### src/rtl/sec_tick_counter.sv
// BCD MM:SS stopwatch driven by a synchronised 1 s toggling timebase.
// Optional alarm comparator is compiled in when SEC_TICK_COUNTER_ALARM_EN is defined.
`timescale 1ns/1ps

module sec_tick_counter #(
  parameter int SYNC_STAGES = 2,
  parameter bit WRAP        = 1'b1
) (
  input  logic       clk,
  input  logic       rst,
  input  logic       tick_in,
  input  logic       start,
  input  logic       stop,
  input  logic       clear,
  output logic [3:0] sec_lo,
  output logic [3:0] sec_hi,
  output logic [3:0] min_lo,
  output logic [3:0] min_hi,
  output logic       running,
  output logic       sec_pulse,
  output logic       ovf
`ifdef SEC_TICK_COUNTER_ALARM_EN
  ,
  input  logic [15:0] alarm_time,
  output logic        alarm
`endif
);

  typedef enum logic [1:0] {IDLE, RUN, PAUSE} state_t;

  state_t                 state;
  logic [SYNC_STAGES-1:0] sync_q;
  logic                   edge_q;
  logic                   sync_out;
  logic                   rise;
  logic [3:0]             nxt_sec_lo;
  logic [3:0]             nxt_sec_hi;
  logic [3:0]             nxt_min_lo;
  logic [3:0]             nxt_min_hi;
  logic                   at_max;
  logic                   inc_req;

  assign sync_out = sync_q[SYNC_STAGES-1];
  assign rise     = sync_out & ~edge_q;

  // tick_in is asynchronous to clk; the edge flop sits after the last sync stage
  always_ff @(posedge clk) begin
    if (rst) begin
      sync_q <= '0;
      edge_q <= 1'b0;
    end else begin
      sync_q <= {sync_q[SYNC_STAGES-2:0], tick_in};
      edge_q <= sync_out;
    end
  end

  always_comb begin
    nxt_sec_lo = sec_lo + 4'd1;
    nxt_sec_hi = sec_hi;
    nxt_min_lo = min_lo;
    nxt_min_hi = min_hi;
    if (sec_lo == 4'd9) begin
      nxt_sec_lo = 4'd0;
      nxt_sec_hi = sec_hi + 4'd1;
      if (sec_hi == 4'd5) begin
        nxt_sec_hi = 4'd0;
        nxt_min_lo = min_lo + 4'd1;
        if (min_lo == 4'd9) begin
          nxt_min_lo = 4'd0;
          nxt_min_hi = (min_hi == 4'd5) ? 4'd0 : min_hi + 4'd1;
        end
      end
    end
  end

  assign at_max  = (min_hi == 4'd5) && (min_lo == 4'd9) &&
                   (sec_hi == 4'd5) && (sec_lo == 4'd9);
  // A rise coinciding with clear or stop is deliberately dropped
  assign inc_req = (state == RUN) && rise && !clear && !stop;

  always_ff @(posedge clk) begin
    if (rst) begin
      state     <= IDLE;
      running   <= 1'b0;
      sec_pulse <= 1'b0;
      ovf       <= 1'b0;
      sec_lo    <= 4'd0;
      sec_hi    <= 4'd0;
      min_lo    <= 4'd0;
      min_hi    <= 4'd0;
    end else begin
      sec_pulse <= 1'b0;
      ovf       <= 1'b0;
      if (clear) begin
        state   <= IDLE;
        running <= 1'b0;
        sec_lo  <= 4'd0;
        sec_hi  <= 4'd0;
        min_lo  <= 4'd0;
        min_hi  <= 4'd0;
      end else if (stop) begin
        if (state == RUN) begin
          state   <= PAUSE;
          running <= 1'b0;
        end
      end else if (start && (state != RUN)) begin
        state   <= RUN;
        running <= 1'b1;
      end else if (inc_req) begin
        if (at_max) begin
          ovf <= 1'b1;
          if (WRAP) begin
            sec_pulse <= 1'b1;
            sec_lo    <= 4'd0;
            sec_hi    <= 4'd0;
            min_lo    <= 4'd0;
            min_hi    <= 4'd0;
          end else begin
            state   <= PAUSE;
            running <= 1'b0;
          end
        end else begin
          sec_pulse <= 1'b1;
          sec_lo    <= nxt_sec_lo;
          sec_hi    <= nxt_sec_hi;
          min_lo    <= nxt_min_lo;
          min_hi    <= nxt_min_hi;
        end
      end
    end
  end

`ifdef SEC_TICK_COUNTER_ALARM_EN
  logic inc_applied;

  // Saturation leaves the display unchanged, so it can never newly match
  assign inc_applied = inc_req && (!at_max || WRAP);

  always_ff @(posedge clk) begin
    if (rst) begin
      alarm <= 1'b0;
    end else if (clear) begin
      alarm <= 1'b0;
    end else if (inc_applied &&
                 ({nxt_min_hi, nxt_min_lo, nxt_sec_hi, nxt_sec_lo} == alarm_time)) begin
      alarm <= 1'b1;
    end else if (start) begin
      alarm <= 1'b0;
    end
  end
`endif

endmodule

### config.mk
export PLATFORM = sky130hd
export DESIGN_NAME = sec_tick_counter
export DESIGN_NICKNAME = d
export VERILOG_FILES = /design/src/rtl/sec_tick_counter.sv
export SDC_FILE = /design/constraint.sdc
export NUM_CORES = 1
export LEC_CHECK = 0
export ABC_AREA = 1
export CAP_MARGIN = 10
export CORE_ASPECT_RATIO = 1.75
export CORE_MARGIN = 5
export CORE_UTILIZATION = 45
export CTS_BUF_LIST = sky130_fd_sc_hd__clkbuf_8
export CTS_CLUSTER_DIAMETER = 50
export DETAILED_ROUTE_END_ITERATION = 10
export PLACE_DENSITY = 0.75
export SYNTH_ARGS = -nofsm -noshare
export SYNTH_HDL_FRONTEND = slang
export SYNTH_SLANG_ARGS = --single-unit
### constraint.sdc
create_clock -name clk -period 3.47 [get_ports clk]
set_input_delay 0.5205 -clock clk [delete_from_list [all_inputs] [get_ports clk]]
set_output_delay 0.5205 -clock clk [all_outputs]
set_load 0.005 [all_outputs]
Run 1, sequential cells grouped by signal name:
Scale: 4 px per um.
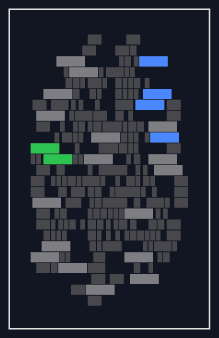
[sync_q] green | flops: 2
[min_lo] blue | flops: 4 | where: north-east
register area: 460 um2
Seq power: 0.267 mW

Run 1, cell sizes after repair:
Scale: 3 px per um.
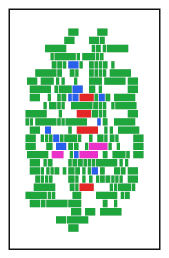
[x2] blue | cells: 11 | share: 5.6%
[x6 and larger] red | cells: 4 | share: 2.0%
[x3 and x4] magenta | cells: 3 | share: 1.5%
[x1 and smaller] green | cells: 178 | share: 91%
non-clock buffer count: 24
fin worst setup slack: 1610 ps

==> flow_metrics.py, run 1 <==
# Synthesis and PnR figures
metrics = {
    "sta": {
        "worst_pin_slew_ps": 506,
        "timing.hold.ws_ps": 421,
        "finClkSkew_ps": 1.61,
        "max_freq_mhz": 537,
        "setup_viol": 0,
    },
    "flow_run": {
        "cap_violations": 0,
        "warning_count": 30,
    },
    "synthesis": {
        "ys_top_cells_by_count": "nand2_1 (41), dfxtp_1 (23), inv_1 (22)",
        "yosys_cells": 170,
        "synth-edff-count": 0,
        "synth_area_leader_cell": "dfxtp_1",
        "yosys.cell_types.count": 22,
        "ys_seq_share_pct": 37.1,
        "yosys.cell_count.top_type": "nand2_1",
        "yosysChipArea_um2": 1240,
        "syn_inst": 170,
        "ys_sh_xor_pct": 0.706,
        "ys_top_cells_by_area": "dfxtp_1 (37%), nand2_1 (12%), ha_1 (8.1%)",
        "fa_ha_area_share_pct": 8.06,
        "synth_top_area_share_pct": 37.1,
        "ys_seq_elements": 23,
        "synth_warnings": 0,
    },
    "setup_path": {
        "slowest_delay_ps": 450,
        "crit_buf_inv": 1,
        "worst_r2r_endpoint": "sec_hi[1]$_SDFFE_PP0P_",
        "critPathLaunch": "clear",
        "critPathRequiredTime_ps": 3630,
        "endpoint": "sec_hi[1]$_SDFFE_PP0P_",
        "worstPathMaxFanout": 22,
    },
    "min_path": {
        "hold_depth": 2,
    },
    "grt": {
        "antenna_found_initial": 0,
        "use_met1_pct": 15.4,
        "grt_pass1_vias": 1175,
        "grt_max_degree": 23,
        "grt.overflow.total": 0,
        "met2_usage_pct": 26.9,
    },
    "clock_network": {
        "cts-buffers-inserted": 3,
        "ctsResizeCount": 0,
        "clkSinkCount": 23,
        "clk_latency_ps": 270,
    },
    "cells_and_area": {
        "largest_cell_class": "combinational gates",
        "sh_comb_area_pct": 43.6,
        "final_layout_top_logic_cell": "nand2_1",
        "final_cells": 223,
        "fin_nets": 211,
        "buffer_area_share_pct": 15.6,
        "seq_cells": 23,
        "drive_above_1_share_pct": 9.18,
        "lay_top_cells": "nand2_1 (41), clkdlybuf4s50_1 (24), dfxtp_1 (23)",
        "seq_share_pct": 29.8,
        "finalCoreUtilization_pct": 57.3,
        "clock_area_share_pct": 3.00,
    },
    "power": {
        "cellLeakagePower_nw": 0.591,
        "p_seq_share_pct": 58.4,
        "power_mw": 0.456,
        "p_sw_mw": 0.102,
        "vdd_drop_max_v": 0.000274,
        "p_clk_share_pct": 37.2,
    },
    "place": {
        "post-place-cells": 219,
        "dp.final_hpwl_um": 2140,
        "portBuffers": 24,
        "gp_congestion": 0.854,
    },
    "routing": {
        "viasPerCell": 5.23,
        "route.detailed.drc": 0,
        "drtIter0Drc": 22,
        "dr.pass1.iters": 4,
        "ant_nets": 0,
        "topRoutingLayerUsed": "met4",
    },
    "outcome": {
        "status": "finished, final reports clean",
    },
    "floorplanning": {
        "ios": 25,
    },
}
Run 1, supply network:
Scale: 6 px per um. Pins as bars on the die edge.
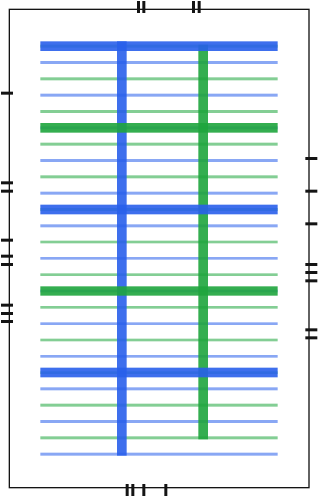
[VDD] green
[VSS] blue
met1 rails: 26
signal pins: 25

Run 1, wire density map:
Scale: 4 px per um. 10 x 16 tiles, from dark purple (low) to yellow (high), scaled to the fullest tile. Values are wire area over tile area, all layers added.
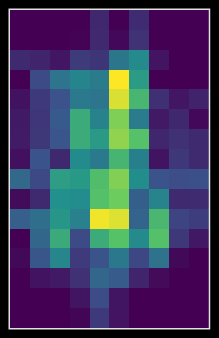
mean over tiles: 0.11
tiles over half the peak: 16%
densest ninth of the die: center
emptiest ninth of the die: north-east
fullest tile: 0.45
nearly empty tiles: 26%
average wire per standard cell: 12.0 um
overall routed net length: 2670 um
via count: 1166

Run 1, cell outlines without signal wires:
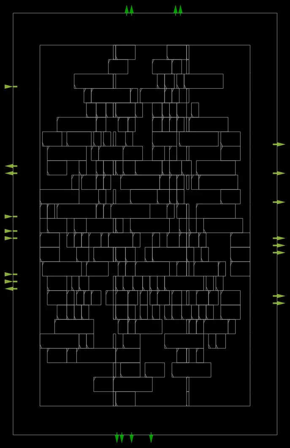

==> run 2: changes to the inputs <==
--- a/config.mk
+++ b/config.mk
@@ -13,7 +13,7 @@
 export CTS_BUF_LIST = sky130_fd_sc_hd__clkbuf_8
 export CTS_CLUSTER_DIAMETER = 50
 export DETAILED_ROUTE_END_ITERATION = 10
-export PLACE_DENSITY = 0.75
+export PLACE_DENSITY = 0.78
 export SYNTH_ARGS = -nofsm -noshare
 export SYNTH_HDL_FRONTEND = slang
 export SYNTH_SLANG_ARGS = --single-unit
==> constraint.sdc (replaced) <==
create_clock -name clk -period 1.7 [get_ports clk]
set_input_delay 0.255 -clock clk [delete_from_list [all_inputs] [get_ports clk]]
set_output_delay 0.255 -clock clk [all_outputs]
set_load 0.005 [all_outputs]
Run 2, cell outlines without signal wires:
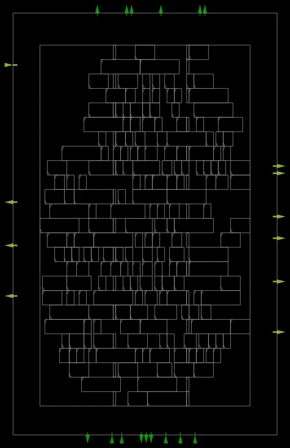
CORE AREA: 2690 um2
register share of the cell area: 29.3%
row count: 25

==> run 2 against run 1 <==
  * Die size unchanged
  * Sequential power rose by 100%
  * Design area rose by 1.9%
  * First-iteration DRC count grew 27%
  * Clock power up 95%
  * Flip-flop count stayed put
  * Setup slack worse by 1500 ps
  * Final cell count increased by 1.8%
  * Non-clock buffer count up 4
  * Register-to-register slack lost 1700 ps
  * Critical endpoint is now sec_hi[2]
  * Largest cell class unchanged
==> flow_metrics.py, run 2 <==
# Synthesis and PnR figures
metrics = {
    "setup_path": {
        "reg2reg_slack_ps": 250,
        "critPathTopFamily": "buffers and inverters",
        "critPathRequiredTime_ps": 1440,
        "worstPathMaxFanout": 6,
        "cpMaxStageDelayCell": "clkdlybuf4s50_1",
        "cp_cell_sequence": "clkdlybuf4s50_1",
        "endpoint": "sec_hi[2]",
        "start_kind": "register",
        "critical_path_class": "register to output pin",
        "worst_r2r_endpoint": "min_hi[2]$_SDFFE_PP0P_",
        "crit_buf_inv": 1,
        "critPathLaunch": "sec_hi[2]$_SDFFE_PP0P_",
        "slowest_delay_ps": 560,
        "reg2reg_depth": 9,
    },
    "grt": {
        "grt.overflow.total": 0,
        "use_met1_pct": 13.9,
        "grt_max_degree": 13,
        "grtUsageMet3_pct": 1.68,
        "grt.busiest_layer": "met2",
        "grt_pass1_vias": 1104,
        "met2_usage_pct": 27.0,
        "antenna_found_initial": 0,
        "grt_usage_pct": 14.3,
    },
    "synthesis": {
        "ys_top_cells_by_area": "dfxtp_1 (37%), nand2_1 (12%), ha_1 (8.1%)",
        "yosys_cells": 170,
        "yosysChipArea_um2": 1240,
        "synth-edff-count": 0,
        "synth_top_area_share_pct": 37.1,
        "yosys.cell_count.top_type": "nand2_1",
        "ys_top_cells_by_count": "nand2_1 (41), dfxtp_1 (23), inv_1 (22)",
        "synth_area_um2": 1240,
        "synth_warnings": 0,
        "synthArstFlopShare_pct": 0,
        "fa_ha_area_share_pct": 8.06,
        "synth_area_leader_cell": "dfxtp_1",
        "ys_sh_xor_pct": 0.706,
        "syn_inst": 170,
        "ys_seq_elements": 23,
        "floorplan.nets": 184,
        "yosys.cell_types.count": 22,
        "mux_area_share_pct": 0,
        "ys_seq_share_pct": 37.1,
    },
    "place": {
        "dpl-instance-area_um2": 1530,
        "portBuffers": 24,
        "dp.final_hpwl_um": 2220,
        "gp_congestion": 0.859,
        "post-place-cells": 223,
    },
    "sta": {
        "drv_slew": 0,
        "setup_viol": 0,
        "timing.hold.ws_ps": 404,
        "finalCritPeriodShare_pct": 92.5,
        "max_freq_mhz": 636,
        "finClkSkew_ps": 3.74,
        "rsz0062_at_grt": "false",
        "tns_ps": 0,
        "post-route-min-period_ps": 1570,
        "worst_pin_slew_ps": 298,
        "finalWorstSetupSlack_ps": 128,
        "maxSlewHeadroom_pct": 80.1,
    },
    "clock_network": {
        "cts-buffers-inserted": 3,
        "clkTransAtPathRegs_ps": 80,
        "ctsResizeCount": 0,
        "cts_tree": "built",
        "postCtsHoldBufs": 0,
        "clkSinkCount": 23,
        "post_cts_buffers": 0,
        "clk_latency_ps": 260,
    },
    "routing": {
        "dr_wl_met2_um": 1580,
        "drtIter0Drc": 28,
        "wl_met3_um": 80,
        "route.detailed.drc": 0,
        "drt-total-wl_um": 2720,
        "dr.pass1.iters": 4,
        "topRoutingLayerUsed": "met4",
        "ant_nets": 0,
        "vias": 1179,
        "viasPerCell": 5.19,
        "routedWlPerCell_um": 12.0,
    },
    "cells_and_area": {
        "nFillCells": 257,
        "largest_cell_class": "combinational gates",
        "lay_top_cells": "nand2_1 (41), clkdlybuf4s50_1 (24), inv_1 (23), dfxtp_1 (23), nor2_1 (20)",
        "area_delta_synth_final_pct": 26.6,
        "drive_above_1_share_pct": 10.5,
        "seq_cells": 23,
        "nNonClkBuffers": 28,
        "finalCoreUtilization_pct": 58.4,
        "comb_cells": 121,
        "design_area_um2": 1570,
        "flop_area_um2": 460,
        "sh_comb_area_pct": 42.8,
        "fin_nets": 215,
        "buffer_area_share_pct": 17.2,
        "final_cells": 227,
        "logic_area_um2": 672,
        "clock_area_share_pct": 2.87,
        "final_layout_top_logic_cell": "nand2_1",
    },
    "power": {
        "seq_power_mw": 0.545,
        "pwr_density_cell_nw_per_um2": 586,
        "p_clk_share_pct": 36.0,
        "share_comb_of_total_power_pct": 4.8,
        "intPower_mw": 0.724,
        "power_mw": 0.921,
        "p_seq_share_pct": 59.1,
        "p_sw_mw": 0.197,
        "vdd_drop_max_v": 0.000468,
        "pg_comb_mw": 0.0445,
        "p_sw_share_pct": 21.4,
        "cellLeakagePower_nw": 0.614,
        "top_power_group": "sequential cells",
    },
    "min_path": {
        "holdCritPathClass": "register to register",
        "min_to": "sync_q[1]$_SDFF_PP0_",
        "hold_depth": 2,
    },
    "flow_run": {
        "cap_violations": 0,
        "warning_count": 30,
    },
    "outcome": {
        "status": "finished, final reports clean",
    },
    "floorplanning": {
        "dieArea_um2": 3950,
        "die_y_um": 79.5,
        "chipWidth_um": 49.7,
        "initCoreUtil_pct": 46.1,
        "ios": 25,
    },
}
Run 2, cell sizes after repair:
Scale: 3 px per um.
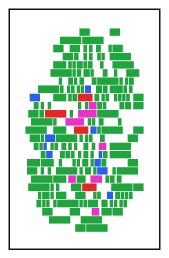
[x1 and smaller] green | cells: 179 | share: 90%
[x3 and x4] magenta | cells: 7 | share: 3.5%
[x6 and larger] red | cells: 4 | share: 2.0%
[x2] blue | cells: 10 | share: 5.0%

Run 2, wire density map:
Scale: 4 px per um. 10 x 16 tiles, from dark purple (low) to yellow (high), scaled to the fullest tile. Values are wire area over tile area, all layers added.
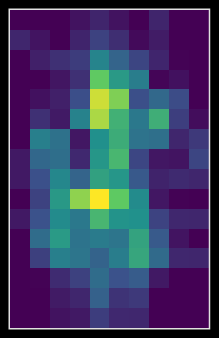

==> run 3: changes to the inputs <==
--- a/config.mk
+++ b/config.mk
@@ -8,7 +8,7 @@
 export ABC_AREA = 1
 export CAP_MARGIN = 10
 export CORE_ASPECT_RATIO = 1.75
-export CORE_MARGIN = 5
+export CORE_MARGIN = 3
 export CORE_UTILIZATION = 45
 export CTS_BUF_LIST = sky130_fd_sc_hd__clkbuf_8
 export CTS_CLUSTER_DIAMETER = 50
==> constraint.sdc (replaced) <==
create_clock -name clk -period 1.4 [get_ports clk]
set_input_delay 0.21 -clock clk [delete_from_list [all_inputs] [get_ports clk]]
set_output_delay 0.21 -clock clk [all_outputs]
set_load 0.005 [all_outputs]
Run 3, wire density map:
Scale: 6 px per um. 9 x 15 tiles, from dark purple (low) to yellow (high), scaled to the fullest tile. Values are wire area over tile area, all layers added.
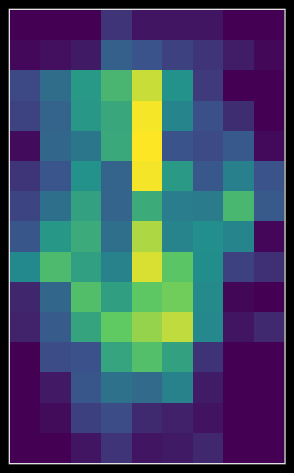
tiles over half the peak: 24%
nearly empty tiles: 18%
mean over tiles: 0.13
densest ninth of the die: center
emptiest ninth of the die: south-east
overall routed net length: 2760 um
average wire per standard cell: 11.4 um
GRT Util Overall: 18.0%
via count: 1227

Run 3, supply network:
Scale: 8 px per um. Pins as bars on the die edge.
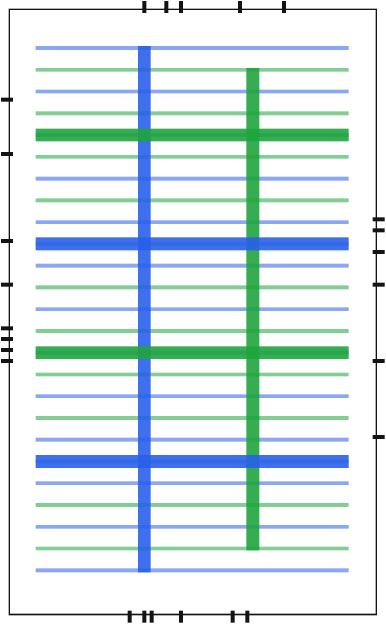
[VDD] green
[VSS] blue
met5 straps: 4
signal pins: 25
CORE AREA: 2550 um2
die height: 75.5 um
Die X: 45.7 um

==> run 3 against run 2 <==
  * Setup slack lost 89 ps
  * Clock skew grew 1.2 ps
  * Synthesized area stayed put
  * Clock power is 23% higher
  * Combinational power is 43% higher
  * Global-route usage grew 3.7 points
  * Design area rose by 13%
  * Flip-flop count unchanged
  * Largest cell class unchanged
==> flow_metrics.py, run 3 <==
# Synthesis and PnR figures
metrics = {
    "outcome": {
        "status": "finished, final reports clean",
    },
    "cells_and_area": {
        "lay_top_cells": "nand2_1 (36), inv_1 (22), clkdlybuf4s50_1 (21)",
        "comb_cells": 121,
        "drive_above_1_share_pct": 27.9,
        "fin_nets": 230,
        "sh_comb_area_pct": 40.6,
        "flop_area_um2": 492,
        "seq_share_pct": 27.8,
        "final_cells": 241,
        "n_antenna_cell": 0,
        "final_layout_top_logic_cell": "nand2_1",
        "logic_area_um2": 717,
        "clkbuf_count": 3,
        "inverters_excl_clock": 24,
        "largest_cell_class": "combinational gates",
        "area_delta_synth_final_pct": 42.4,
        "nFillCells": 212,
        "design_area_um2": 1770,
        "finalCoreUtilization_pct": 69.3,
        "nNonClkBuffers": 43,
        "buffer_area_share_pct": 22.2,
        "clock_area_share_pct": 2.55,
        "seq_cells": 23,
    },
    "power": {
        "p_seq_share_pct": 58.1,
        "pwr_density_cell_nw_per_um2": 635,
        "power_mw": 1.12,
        "share_comb_of_total_power_pct": 5.7,
        "p_clk_share_pct": 36.3,
        "top_power_group": "sequential cells",
        "vdd_drop_max_v": 0.000651,
        "seq_power_mw": 0.651,
        "intPower_mw": 0.877,
        "powerClk_mw": 0.407,
        "p_sw_share_pct": 21.8,
        "pg_comb_mw": 0.0637,
        "p_sw_mw": 0.245,
        "cellLeakagePower_nw": 0.726,
    },
    "sta": {
        "maxSlewHeadroom_pct": 84.5,
        "finalHoldViolations": 0,
        "max_freq_mhz": 735,
        "tns_ps": 0,
        "finalCritPeriodShare_pct": 97.2,
        "drv_slew": 0,
        "finClkSkew_ps": 4.98,
        "rsz0062_at_grt": "true",
        "setup_viol": 0,
        "post-route-min-period_ps": 1360,
        "finalWorstSetupSlack_ps": 39.1,
        "timing.hold.ws_ps": 409,
        "worst_pin_slew_ps": 231,
    },
    "routing": {
        "topRoutingLayerUsed": "met4",
        "drt-met1-wl_um": 1070,
        "drtIter0Drc": 18,
        "dr_wl_met2_um": 1530,
        "dr.pass1.iters": 4,
        "route.detailed.drc": 0,
        "ant_nets": 0,
        "wl_met3_um": 107,
        "viasPerCell": 5.09,
    },
    "setup_path": {
        "cp_cell_sequence": "clkdlybuf4s50_1",
        "critical_path_class": "register to output pin",
        "slowest_delay_ps": 500,
        "reg2reg_depth": 9,
        "critPathTopFamily": "buffers and inverters",
        "arrival_ps": 1150,
        "reg2reg_slack_ps": 50,
        "endpoint": "sec_lo[3]",
        "crit_buf_inv": 1,
        "end_kind": "output pin",
        "cpMaxStageDelayCell": "clkdlybuf4s50_1",
        "start_kind": "register",
        "worst_r2r_endpoint": "min_lo[3]$_SDFFE_PP0P_",
        "path_depth": 1,
        "critPathRequiredTime_ps": 1190,
        "reg2reg_from": "sec_lo[1]$_SDFFE_PP0P_",
        "worstPathMaxFanout": 5,
        "critPathLaunch": "sec_lo[3]$_SDFFE_PP0P_",
    },
    "synthesis": {
        "synth_top_area_share_pct": 37.1,
        "yosys_most_used_dff": "dfxtp_1",
        "ys_top_cells_by_area": "dfxtp_1 (37%), nand2_1 (12%), ha_1 (8.1%)",
        "ys_top_cells_by_count": "nand2_1 (41), dfxtp_1 (23), inv_1 (22)",
        "synth_warnings": 0,
        "simple_gate_area_share_pct": 39.1,
        "ys_seq_elements": 23,
        "compound_area_share_pct": 6.25,
        "synth_area_um2": 1240,
        "yosys.cell_types.count": 22,
        "synth_area_leader_cell": "dfxtp_1",
        "ys_seq_share_pct": 37.1,
        "ys_sh_xor_pct": 0.706,
        "syn_avg_cell_area_um2": 7.30,
        "yosysChipArea_um2": 1240,
        "top_logic_kind": "simple AND/OR/NAND/NOR gates",
        "syn_inst": 170,
        "yosys.cell_count.top_type": "nand2_1",
        "fa_ha_area_share_pct": 8.06,
        "synthArstFlopShare_pct": 0,
        "yosys_cells": 170,
        "floorplan.nets": 184,
        "synth-edff-count": 0,
        "mux_area_share_pct": 0,
    },
    "place": {
        "post-place-cells": 234,
        "dpl-instance-area_um2": 1630,
        "portBuffers": 24,
        "gp_congestion": 0.834,
        "pre_cts_ws_ps": -159,
        "dp.final_hpwl_um": 2150,
    },
    "grt": {
        "grt.busiest_layer": "met2",
        "grt_max_degree": 13,
        "met2_usage_pct": 33.0,
        "use_met1_pct": 18.5,
        "antenna_found_initial": 0,
        "grt_pass1_wl_um": 4660,
        "grt_pass1_vias": 1168,
        "grt.overflow.total": 0,
        "grtUsageMet3_pct": 4.26,
    },
    "clock_network": {
        "cts_tree": "built",
        "h-tree-depth": 1,
        "root_buffer": "clkbuf_8",
        "post_cts_buffers": 0,
        "clk_latency_ps": 270,
        "ctsResizeCount": 14,
        "clkTransAtPathRegs_ps": 80,
        "clkSinkCount": 23,
        "cts-buffers-inserted": 3,
        "clock_path_buffers": 2,
        "postCtsHoldBufs": 0,
    },
    "flow_run": {
        "warning_count": 31,
        "cap_violations": 0,
    },
    "floorplanning": {
        "nWellTaps": 26,
        "num_rows": 24,
        "ios": 25,
        "initCoreUtil_pct": 48.6,
        "dieArea_um2": 3450,
    },
    "min_path": {
        "hold_depth": 2,
        "min_from": "sync_q[0]$_SDFF_PP0_",
        "holdCritPathClass": "register to register",
        "min_to": "sync_q[1]$_SDFF_PP0_",
    },
}
No activity file was given, so power comes from the tool's default toggle rates.
